### src/rtl/wdt_kick_pkg.sv
// Shared constants and FSM state type for the watchdog kick generator.
// Key bytes form the two-write kick sequence; CLEAR is only decoded when fault latching is built in.
package wdt_kick_pkg;

    localparam logic [7:0] KEY0  = 8'h5A;
    localparam logic [7:0] KEY1  = 8'hA5;
    localparam logic [7:0] CLEAR = 8'hC3;

    typedef enum logic {
        IDLE     = 1'b0,
        GOT_KEY0 = 1'b1
    } state_e;

endpackage

### src/rtl/wdt_prescale.sv
// Free-running prescaler that produces a registered one-cycle tick every PRESCALE clocks.
// A clear restarts the count at 0 and suppresses a tick that would coincide with it.
module wdt_prescale #(
    parameter int PRESCALE_W = 16,
    parameter int PRESCALE   = 40000
) (
    input  logic clk,
    input  logic rst_n,
    input  logic clr,
    output logic tick
);

    localparam logic [PRESCALE_W-1:0] LAST = PRESCALE_W'(PRESCALE - 1);

    logic [PRESCALE_W-1:0] count_q, count_d;
    logic                  tick_q, tick_d;
    logic                  terminal;

    always_comb begin
        terminal = (count_q == LAST);
        count_d  = (clr || terminal) ? '0 : count_q + 1'b1;
        tick_d   = terminal && !clr;
    end

    always_ff @(posedge clk or negedge rst_n) begin
        if (!rst_n) begin
            count_q <= '0;
            tick_q  <= 1'b0;
        end else begin
            count_q <= count_d;
            tick_q  <= tick_d;
        end
    end

    assign tick = tick_q;

endmodule

### src/rtl/wdt_kick.sv
// Host-side kick generator for the servo watchdog: key-sequence decode, count tick, fault status.
// Build with WDT_KICK_FAULT_LATCH_EN to make fault sticky and clearable by a CLEAR write.
module wdt_kick
    import wdt_kick_pkg::*;
#(
    parameter int PRESCALE_W = 16,
    parameter int PRESCALE   = 40000
) (
    input  logic       clk,
    input  logic       rst_n,
    input  logic       wr_stb,
    input  logic [7:0] wr_data,
    input  logic       wdt_out,
    output logic       ena,
    output logic       cnt,
    output logic       armed,
    output logic       fault,
    output logic       seq_err
);

    state_e state_q;
    logic   ena_q, seq_err_q, armed_q, fault_q, fault_d;
    logic   wdt_sync_q;
    logic   kick;

    // Decoded combinationally so the prescaler clears on the same edge that raises ena.
    assign kick = wr_stb && (state_q == GOT_KEY0) && (wr_data == KEY1);

    always_ff @(posedge clk or negedge rst_n) begin
        if (!rst_n) begin
            state_q   <= IDLE;
            ena_q     <= 1'b0;
            seq_err_q <= 1'b0;
        end else begin
            ena_q     <= kick;
            seq_err_q <= 1'b0;
            if (wr_stb) begin
                case (state_q)
                    IDLE: begin
                        if (wr_data == KEY0) begin
                            state_q <= GOT_KEY0;
                        end else if (wr_data == KEY1) begin
                            seq_err_q <= 1'b1;
                        end
                    end
                    GOT_KEY0: begin
                        if (wr_data == KEY1) begin
                            state_q <= IDLE;
                        end else if (wr_data != KEY0) begin
                            seq_err_q <= 1'b1;
                            state_q   <= IDLE;
                        end
                    end
                    default: state_q <= IDLE;
                endcase
            end
        end
    end

`ifdef WDT_KICK_FAULT_LATCH_EN
    logic wdt_prev_q;
    logic clear_wr;

    assign clear_wr = wr_stb && (state_q == IDLE) && (wr_data == CLEAR);

    // A new expiry outranks a simultaneous CLEAR write.
    always_comb begin
        fault_d = fault_q;
        if (wdt_sync_q && !wdt_prev_q && armed_q) begin
            fault_d = 1'b1;
        end else if (clear_wr) begin
            fault_d = 1'b0;
        end
    end

    always_ff @(posedge clk or negedge rst_n) begin
        if (!rst_n) begin
            wdt_prev_q <= 1'b0;
        end else begin
            wdt_prev_q <= wdt_sync_q;
        end
    end
`else
    assign fault_d = wdt_sync_q && armed_q;
`endif

    always_ff @(posedge clk or negedge rst_n) begin
        if (!rst_n) begin
            wdt_sync_q <= 1'b0;
            armed_q    <= 1'b0;
            fault_q    <= 1'b0;
        end else begin
            wdt_sync_q <= wdt_out;
            armed_q    <= armed_q || kick;
            fault_q    <= fault_d;
        end
    end

    wdt_prescale #(
        .PRESCALE_W (PRESCALE_W),
        .PRESCALE   (PRESCALE)
    ) u_prescale (
        .clk   (clk),
        .rst_n (rst_n),
        .clr   (kick),
        .tick  (cnt)
    );

    assign ena     = ena_q;
    assign seq_err = seq_err_q;
    assign armed   = armed_q;
    assign fault   = fault_q;

endmodule

### config.mk
export PLATFORM = sky130hd
export DESIGN_NAME = wdt_kick
export DESIGN_NICKNAME = d
export VERILOG_FILES = /design/src/rtl/wdt_kick_pkg.sv /design/src/rtl/wdt_prescale.sv /design/src/rtl/wdt_kick.sv
export SDC_FILE = /design/constraint.sdc
export NUM_CORES = 1
export LEC_CHECK = 0
export CAP_MARGIN = 30
export CORE_MARGIN = 2
export CORE_UTILIZATION = 58
export CTS_BUF_LIST = sky130_fd_sc_hd__clkbuf_8
export DETAILED_ROUTE_END_ITERATION = 16
export GPL_TIMING_DRIVEN = 0
export PLACE_DENSITY = 0.88
export SYNTH_ARGS = -nofsm -noshare
export SYNTH_HDL_FRONTEND = slang
export SYNTH_SLANG_ARGS = --single-unit
### constraint.sdc
create_clock -name clk -period 3.9 [get_ports clk]
set_clock_uncertainty 0.2 [all_clocks]
set_input_delay 1.17 -clock clk [delete_from_list [all_inputs] [get_ports clk]]
set_output_delay 1.17 -clock clk [all_outputs]
set_load 0.01 [all_outputs]
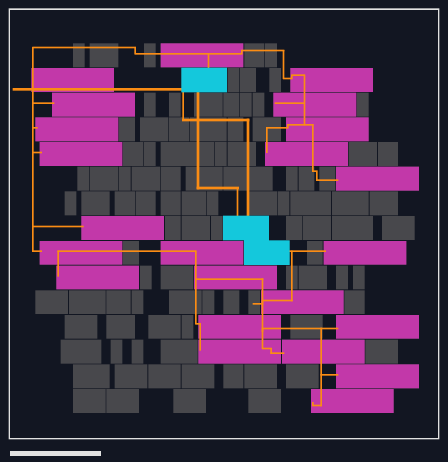
**Above:** routed clock nets over the placement.
The bar under the picture is 10 µm long.
Key: clock wires = orange [length 248 µm]; flip-flops = magenta [count 23]; clock drivers = cyan [count 3]
Position of the flops: widely spread. There are 4 routed clock nets.

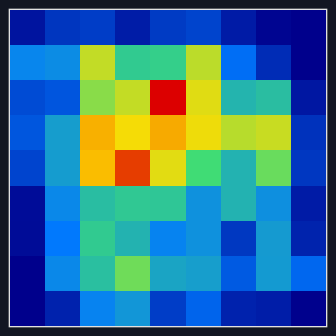
**Above:** signal metal coverage by tile.
The die is cut into 9 by 9 equal tiles; dark blue is low, red is high, scaled to the fullest tile. Values are wire area over tile area, all layers added.
The mean over all tiles is 0.16. The fullest tile reaches 0.48. 7.4% of the tiles are nearly empty. 22% of the tiles are over half the peak. The densest ninth of the die: centre.

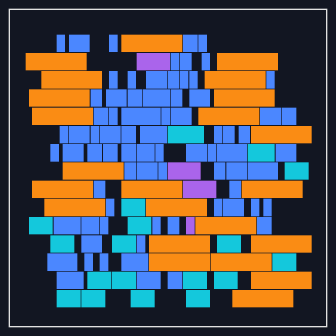
**Above:** placed cells, one colour a class.
Key: flops = orange [cells 23]; other buffers and delay cells = cyan [cells 18]; clock drivers and dummy loads = purple [cells 4]; combinational and other logic = blue [cells 76]

==> layout make-up <==
| class | count | area, µm² |
|---|---|---|
| inverter | 3 | 11.3 |
| clock inverter | 1 | 3.75 |
| clock buffer | 3 | 41.3 |
| multi-input combinational | 73 | 478 |
| buffer | 1 | 15.0 |
| fill | 116 | 418 |
| tap | 25 | 31.3 |
| sequential | 23 | 576 |
| timing repair buffer | 17 | 171 |
==> layout by cell type, fill, tap and decap left out, types with 2 or more instances in the layout <==
master	count
dfrtp_1	23
nor2_1	20
clkdlybuf4s50_1	16
xnor2_1	11
nand3_1	7
nand2_1	5
nor4_1	4
inv_1	4
nor3_1	4
xor2_1	4
clkbuf_8	3
or4bb_1	2
nand4_1	2
and3_1	2
==> run summary <==
Critical Path End: u_prescale.count_q[10]
register share after synthesis: 53.3%
Final #Nets: 135
floorplan net count: 113
DR vias/cell: 5.45
cells in synth_stat.txt: 100
CP startpoint: wr_data[7]
net switching power: 0.106 mW
GRT busiest layer: met2
MUX area fraction: 1.04%
clk buf depth: 2
synthesis area per yosys: 0.00108 mm²
TritonRoute pass-1 iters: 4
largest register by flop count: u_prescale.count_q
status: completed
Slew Viols, Final: 0
GRT met1 Usage: 31.0%
switch share: 23.4%
largest net degree at the start of global routing: 24
CP Buf/Inv Count: 2
DR WL met3: 55 µm
ant diodes: 0
Total Neg Setup Slack: 0 ns
yosys adder share: 1.16%
die area: 0.00222 mm²
Main synth FF type: dfrtp_1
CP Max Fanout: 10
clock power share: 30.8%
critical path endpoint category: flop
placed insts: 141
Post-Synthesis Cells: 100
CP delay by family, top: buffers and inverters
Worst path max stage delay: 0.46 ns
Seq group: 0.273 mW
DRC Markers: 0
Critical-path top delay cell: clkdlybuf4s50_1
DR WL/cell: 15.4 µm
Core ar.: 0.00175 mm²
layout cells sized above 1: 9.09%
commonest cells in the netlist: dfrtp_1, nor2_1, xnor2_1, nand3_1, nand2_1
RSZ-0062 raised after global routing: false
worst hold slack: 0.277 ns
Power is estimated from default activity; no workload was simulated.
